**config.mk**
```make
export PLATFORM = sky130hd
export DESIGN_NAME = interrupt_sequencer
export DESIGN_NICKNAME = d
export VERILOG_FILES = /design/src/rtl/interrupt_sequencer_pkg.sv /design/src/rtl/interrupt_sequencer.sv
export SDC_FILE = /design/constraint.sdc
export NUM_CORES = 1
export LEC_CHECK = 0
export CAP_MARGIN = 20
export CORE_MARGIN = 1.5
export CORE_UTILIZATION = 45
export DETAILED_ROUTE_END_ITERATION = 7
export PLACE_DENSITY = 0.74
export SLEW_MARGIN = 5
export SYNTH_ARGS = -nofsm -noshare
export SYNTH_HDL_FRONTEND = slang
export SYNTH_SLANG_ARGS = --single-unit
```
**constraint.sdc**
```tcl
create_clock -name clock -period 17.3 [get_ports clock]
set_input_delay 3.46 -clock clock [delete_from_list [all_inputs] [get_ports clock]]
set_output_delay 3.46 -clock clock [all_outputs]
set_load 0.02 [all_outputs]
```
**src/rtl/interrupt_sequencer_pkg.sv**
```systemverilog
// Shared CPU definitions for the interrupt entry/return sequencer:
// sequencer states, fixed return-link value, stack step and PSW field layout.
package interrupt_sequencer_pkg;

  typedef enum logic [3:0] {
    IDLE,
    PUSH_PC,
    PUSH_LR,
    PUSH_PSW,
    PUSH_CEX,
    FETCH_PSW,
    FETCH_PC,
    LOAD,
    POP_CEX,
    POP_PSW,
    POP_LR,
    POP_PC,
    RESTORE
  } state_t;

  // Handler return happens when the CPU jumps to this address.
  localparam logic [15:0] LR_RETURN        = 16'hFFFF;
  // Stack grows downward in 16-bit words.
  localparam logic [15:0] SP_STEP          = 16'd2;
  // New PC sits in the word after the new PSW in the vector table.
  localparam logic [15:0] VECTOR_PC_OFFSET = 16'd2;

  localparam int PSW_IE_BIT  = 4;
  localparam int PSW_PRI_LSB = 5;
  localparam int PSW_PRI_MSB = 7;

  // Replace the priority field of a PSW with the priority being serviced.
  function automatic logic [15:0] psw_with_pri(input logic [15:0] psw,
                                               input logic [2:0]  pri);
    logic [15:0] result;
    result = psw;
    result[PSW_PRI_MSB:PSW_PRI_LSB] = pri;
    return result;
  endfunction

endpackage

```
**src/rtl/interrupt_sequencer.sv**
```systemverilog
// Interrupt entry/return sequencer: saves CPU context to the stack, fetches
// the handler PSW/PC from the vector table, and restores context on return.
module interrupt_sequencer
  import interrupt_sequencer_pkg::*;
(
  input  logic        clock,
  input  logic        reset,
  input  logic        int_req,
  input  logic [15:0] int_vector,
  input  logic [2:0]  int_pri,
  input  logic        ret_req,
  input  logic [15:0] pc_in,
  input  logic [15:0] lr_in,
  input  logic [15:0] psw_in,
  input  logic [15:0] sp_in,
  input  logic [7:0]  cex_in,
  output logic        mem_req,
  output logic        mem_wr,
  output logic [15:0] mem_addr,
  output logic [15:0] mem_wdata,
  input  logic [15:0] mem_rdata,
  input  logic        mem_ack,
  output logic [15:0] pc_out,
  output logic [15:0] lr_out,
  output logic [15:0] psw_out,
  output logic [15:0] sp_out,
  output logic [7:0]  cex_out,
  output logic        state_load,
  output logic        int_ack,
  output logic        busy
);

  state_t      state;
  state_t      state_next;

  // Blocks request acceptance on the first edge after reset release.
  logic        armed;

  logic [15:0] saved_vector;
  logic [2:0]  saved_pri;
  logic [15:0] saved_pc;
  logic [15:0] saved_lr;
  logic [15:0] saved_psw;
  logic [7:0]  saved_cex;
  logic [15:0] sp_work;

  logic [15:0] sp_dec;
  logic [15:0] sp_inc;
  logic        accept;
  logic        start_ret;

  assign sp_dec = sp_work - SP_STEP;
  assign sp_inc = sp_work + SP_STEP;

  // An interrupt is taken only when enabled and strictly above current priority;
  // a simultaneous return request loses and is dropped.
  assign accept    = armed && int_req && psw_in[PSW_IE_BIT] &&
                     (int_pri > psw_in[PSW_PRI_MSB:PSW_PRI_LSB]);
  assign start_ret = armed && ret_req && !accept;

  assign busy = (state != IDLE);

  // Arm request acceptance one edge after reset is released.
  always_ff @(posedge clock or posedge reset) begin
    if (reset) armed <= 1'b0;
    else       armed <= 1'b1;
  end

  // State register.
  always_ff @(posedge clock or posedge reset) begin
    if (reset) state <= IDLE;
    else       state <= state_next;
  end

  // Next-state logic and memory handshake / strobe outputs.
  always_comb begin
    state_next = state;
    mem_req    = 1'b0;
    mem_wr     = 1'b0;
    mem_addr   = 16'h0000;
    mem_wdata  = 16'h0000;
    int_ack    = 1'b0;
    state_load = 1'b0;
    case (state)
      IDLE: begin
        if (accept) begin
          int_ack    = 1'b1;
          state_next = PUSH_PC;
        end else if (start_ret) begin
          state_next = POP_CEX;
        end
      end
      PUSH_PC: begin
        mem_req   = 1'b1;
        mem_wr    = 1'b1;
        mem_addr  = sp_dec;
        mem_wdata = saved_pc;
        if (mem_ack) state_next = PUSH_LR;
      end
      PUSH_LR: begin
        mem_req   = 1'b1;
        mem_wr    = 1'b1;
        mem_addr  = sp_dec;
        mem_wdata = saved_lr;
        if (mem_ack) state_next = PUSH_PSW;
      end
      PUSH_PSW: begin
        mem_req   = 1'b1;
        mem_wr    = 1'b1;
        mem_addr  = sp_dec;
        mem_wdata = saved_psw;
        if (mem_ack) state_next = PUSH_CEX;
      end
      PUSH_CEX: begin
        mem_req   = 1'b1;
        mem_wr    = 1'b1;
        mem_addr  = sp_dec;
        mem_wdata = {8'h00, saved_cex};
        if (mem_ack) state_next = FETCH_PSW;
      end
      FETCH_PSW: begin
        mem_req  = 1'b1;
        mem_addr = saved_vector;
        if (mem_ack) state_next = FETCH_PC;
      end
      FETCH_PC: begin
        mem_req  = 1'b1;
        mem_addr = saved_vector + VECTOR_PC_OFFSET;
        if (mem_ack) state_next = LOAD;
      end
      LOAD: begin
        state_load = 1'b1;
        state_next = IDLE;
      end
      POP_CEX: begin
        mem_req  = 1'b1;
        mem_addr = sp_work;
        if (mem_ack) state_next = POP_PSW;
      end
      POP_PSW: begin
        mem_req  = 1'b1;
        mem_addr = sp_work;
        if (mem_ack) state_next = POP_LR;
      end
      POP_LR: begin
        mem_req  = 1'b1;
        mem_addr = sp_work;
        if (mem_ack) state_next = POP_PC;
      end
      POP_PC: begin
        mem_req  = 1'b1;
        mem_addr = sp_work;
        if (mem_ack) state_next = RESTORE;
      end
      RESTORE: begin
        state_load = 1'b1;
        state_next = IDLE;
      end
      default: state_next = IDLE;
    endcase
  end

  // Context capture, stack pointer tracking and the values handed back to the CPU;
  // *_out registers are loaded on the final memory ack so they are valid during
  // the state_load cycle and held afterwards.
  always_ff @(posedge clock or posedge reset) begin
    if (reset) begin
      saved_vector <= 16'h0000;
      saved_pri    <= 3'd0;
      saved_pc     <= 16'h0000;
      saved_lr     <= 16'h0000;
      saved_psw    <= 16'h0000;
      saved_cex    <= 8'h00;
      sp_work      <= 16'h0000;
      pc_out       <= 16'h0000;
      lr_out       <= LR_RETURN;
      psw_out      <= 16'h0000;
      sp_out       <= 16'h0000;
      cex_out      <= 8'h00;
    end else begin
      case (state)
        IDLE: begin
          if (accept) begin
            saved_vector <= int_vector;
            saved_pri    <= int_pri;
            saved_pc     <= pc_in;
            saved_lr     <= lr_in;
            saved_psw    <= psw_in;
            saved_cex    <= cex_in;
            sp_work      <= sp_in;
          end else if (start_ret) begin
            sp_work <= sp_in;
          end
        end
        PUSH_PC, PUSH_LR, PUSH_PSW, PUSH_CEX: begin
          if (mem_ack) sp_work <= sp_dec;
        end
        FETCH_PSW: begin
          if (mem_ack) saved_psw <= mem_rdata;
        end
        FETCH_PC: begin
          if (mem_ack) begin
            pc_out  <= mem_rdata;
            lr_out  <= LR_RETURN;
            psw_out <= psw_with_pri(saved_psw, saved_pri);
            cex_out <= 8'h00;
            sp_out  <= sp_work;
          end
        end
        POP_CEX: begin
          if (mem_ack) begin
            saved_cex <= mem_rdata[7:0];
            sp_work   <= sp_inc;
          end
        end
        POP_PSW: begin
          if (mem_ack) begin
            saved_psw <= mem_rdata;
            sp_work   <= sp_inc;
          end
        end
        POP_LR: begin
          if (mem_ack) begin
            saved_lr <= mem_rdata;
            sp_work  <= sp_inc;
          end
        end
        POP_PC: begin
          if (mem_ack) begin
            pc_out  <= mem_rdata;
            lr_out  <= saved_lr;
            psw_out <= saved_psw;
            cex_out <= saved_cex;
            sp_out  <= sp_inc;
            sp_work <= sp_inc;
          end
        end
        default: ;
      endcase
    end
  end

endmodule

```
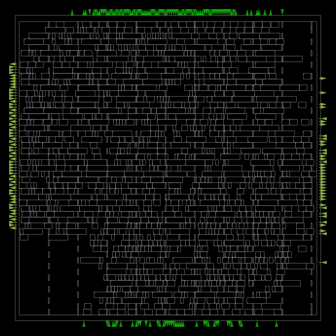
Figure 1: run 1, placement view.
flop count: 168
total of fill cells in the finished design: 1713
tap cells: 265
Post-Layout Cell Count: 1445
placeable core region: 19500 um^2

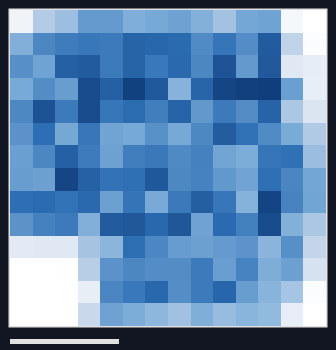
Figure 2: run 1, cell density map.
Scale bar: 50 um. 14 x 14 tiles, from white (low) to dark blue (high), 0 to 100% covered.
fullest tile = 94%
nearly empty tiles = 6.6%
emptiest ninth of the die = lower left
tiles over 75% full = 21%
mean over tiles = 56%
Core Util at FP: 46.1%
final core area utilization: 61.2%

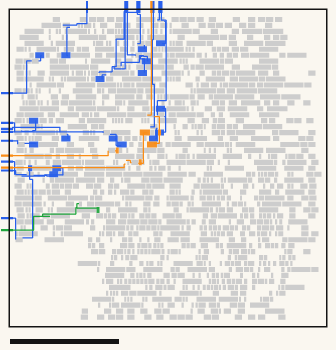
Figure 3: run 1, I/O nets highlighted.
Scale bar: 50 um.
psw_in -> blue  # bits 16, direction input, end cells 19, buffers 16, wire 575 um
int_pri -> orange  # bits 3, direction input, end cells 5, buffers 3, wire 190 um
busy -> green  # bits 1, direction output, end cells 1, buffers 1, wire 56.1 um
Buffers on Ports: 220
number of placed I/O pins: 221

==> Table 3: Implementation characteristics, run 1 <==
Physical implementation characteristics

Parameter                              Value

Run status
  Status    finished, final reports clean

Power and ir drop
  Power in sequential cells    0.779 mW
  Post-route total power    2.35 mW
  Sequential cell fraction of total power    between 30% and 40%
  Pwr per Cell Area    around 200 nW/um^2

Route
  Via density    a little under 6
  Per-cell routed wire length    ~20 um
  M1 wire length    12400 um
  Length of the first detailed-routing pass in iterations    6

Finish
  Count of clock buffers in the final design    18
  Layout buffer count excluding clock buffers    between 200 and 250

GRT
  Remaining global-route overflow    0
  GR Layer Usage met2    43.0%
  Largest net degree at the start of global routing    113
  Number of global-route vias before repair    approximately 8000

Clock network
  Clock buffers created by TritonCTS    17
  CTS H-Tree Depth    4
  Buffer depth of the longest clock path    2

Critical path
  Number of cells on the critical path    6
  Largest stage delay on the critical path    660 ps
  Critical path arrival    roughly 5600 ps
  Worst reg2reg setup slack    ~14000 ps

Yosys
  Xor-xnor portion of the synthesized cell area    under 10%
  Post-synthesis adder-cell area fraction    less than 1%
  Synth top cells by count    nand2_1, dfrtp_1, nor2_1
  Netlist cell types    a little under 80
  Main area contributors    dfrtp_1, nand2_1, o221a_2
  Yosys synthesis chip area    9000 um^2
  Syn Std Cell Area    roughly 9000 um^2
  Max-area cell share    ~42%
  MUX area fraction    under 10%
  AND-OR/OR-AND Cells, Area Fraction    a little over a fifth
  Sequential cell area fraction in the yosys report    46.9%

Hold path
  Worst hold path class    flop to flop
  Endpoint of the worst hold-timing path    saved_pc[7]

Timing
  Max Clock Skew    9.70 ps
  Minimum setup slack in the final design    roughly 8200 ps
  Slew headroom    21.4%

Flow run
  Max-cap check violation count    0

Placed design
  Placement-stage cell area    ~11000 um^2
Figure 4. Gate families picked out (run 1).
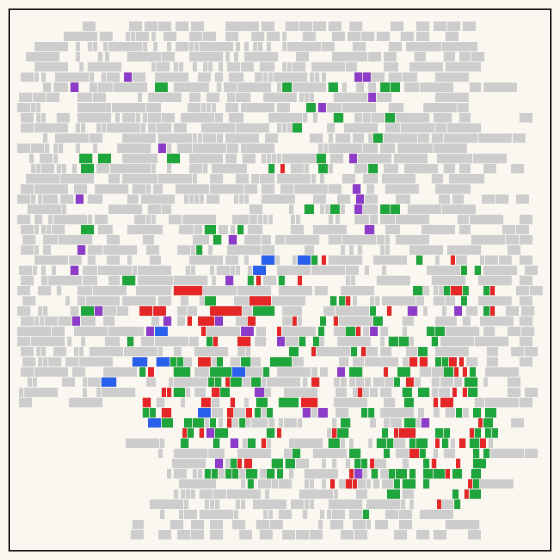

==> inputs of run 2 (changes only) <==
==> constraint.sdc (replaced) <==
create_clock -name clock -period 9.1 [get_ports clock]
set_input_delay 1.82 -clock clock [delete_from_list [all_inputs] [get_ports clock]]
set_output_delay 1.82 -clock clock [all_outputs]
set_load 0.02 [all_outputs]
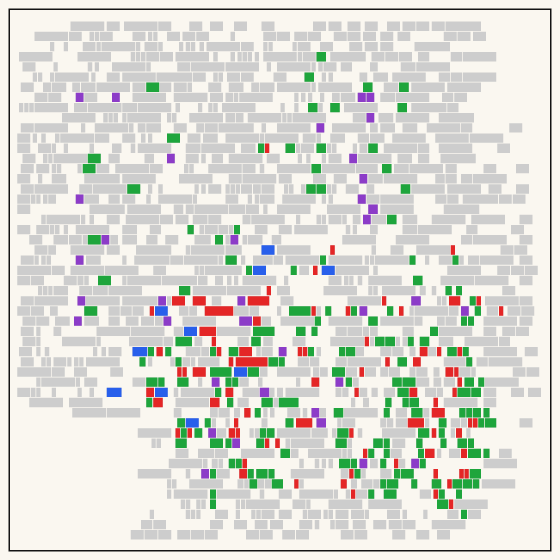
Figure 5: run 2, gate families picked out.
and/or cells -> purple  # cells 36
aoi and oai cells -> green  # cells 166
nor cells -> red  # cells 81
mux cells -> blue  # cells 10

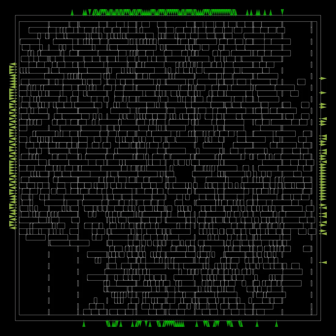
Figure 6: run 2, placement view.
final core area utilization: 61.2%
number of placement rows: 51
Post-Layout Cell Count: 1446
fraction of area in registers: 35.3%
total of fill cells in the finished design: 1683

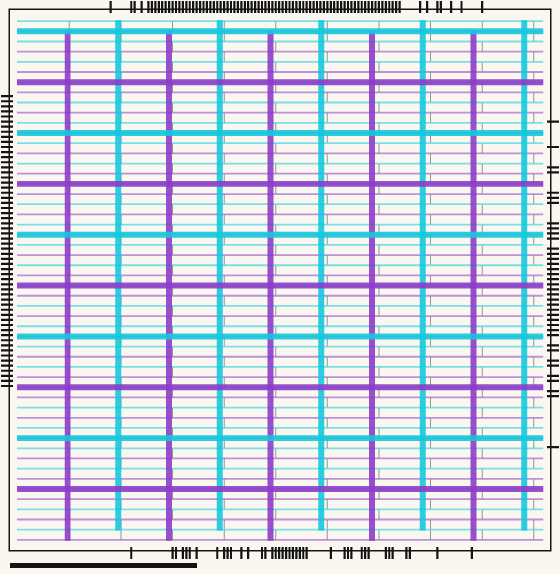
Figure 7: run 2, supply network.
Scale bar: 50 um. Pins as bars on the die edge. Tap cells in grey.
VSS -> purple
VDD -> cyan
met1 rails = 52
signal pins = 221
met4 straps = 10

==> Table 3: Implementation characteristics, run 2 <==
Physical implementation characteristics

Parameter                              Value

Yosys
  Post-synthesis adder-cell area fraction    0.834% (unchanged)
  Yosys synthesis chip area    9000 um^2 (unchanged)
  Xor-xnor portion of the synthesized cell area    1.85% (unchanged)
  Max-area cell share    42.3% (unchanged)
  Syn Std Cell Area    9000 um^2 (unchanged)
  Netlist cell types    78 (unchanged)

Critical path
  Largest stage delay on the critical path    940 ps (+280 ps)

GRT
  GR Layer Usage met2    43.2% (+0.23 points)

Hold path
  Endpoint of the worst hold-timing path    saved_pc[7]

Clock network
  CTS H-Tree Depth    4 (unchanged)
  Clock buffers created by TritonCTS    17 (unchanged)

Power and ir drop
  Power in sequential cells    1.48 mW (+90%)

Run status
  Status    finished, final reports clean

Finish
  Count of clock buffers in the final design    17 (-1)
  Layout buffer count excluding clock buffers    237 (unchanged)

Placed design
  Placement-stage cell area    11300 um^2 (unchanged)

Route
  Length of the first detailed-routing pass in iterations    7 (+1)

Timing
  Max Clock Skew    9.43 ps (-0.271 ps)
  Slew headroom    25.9% (+4.6 points)

Floorplanning
  Number of placed I/O pins    221 (unchanged)
Power is estimated from default activity; no workload was simulated.
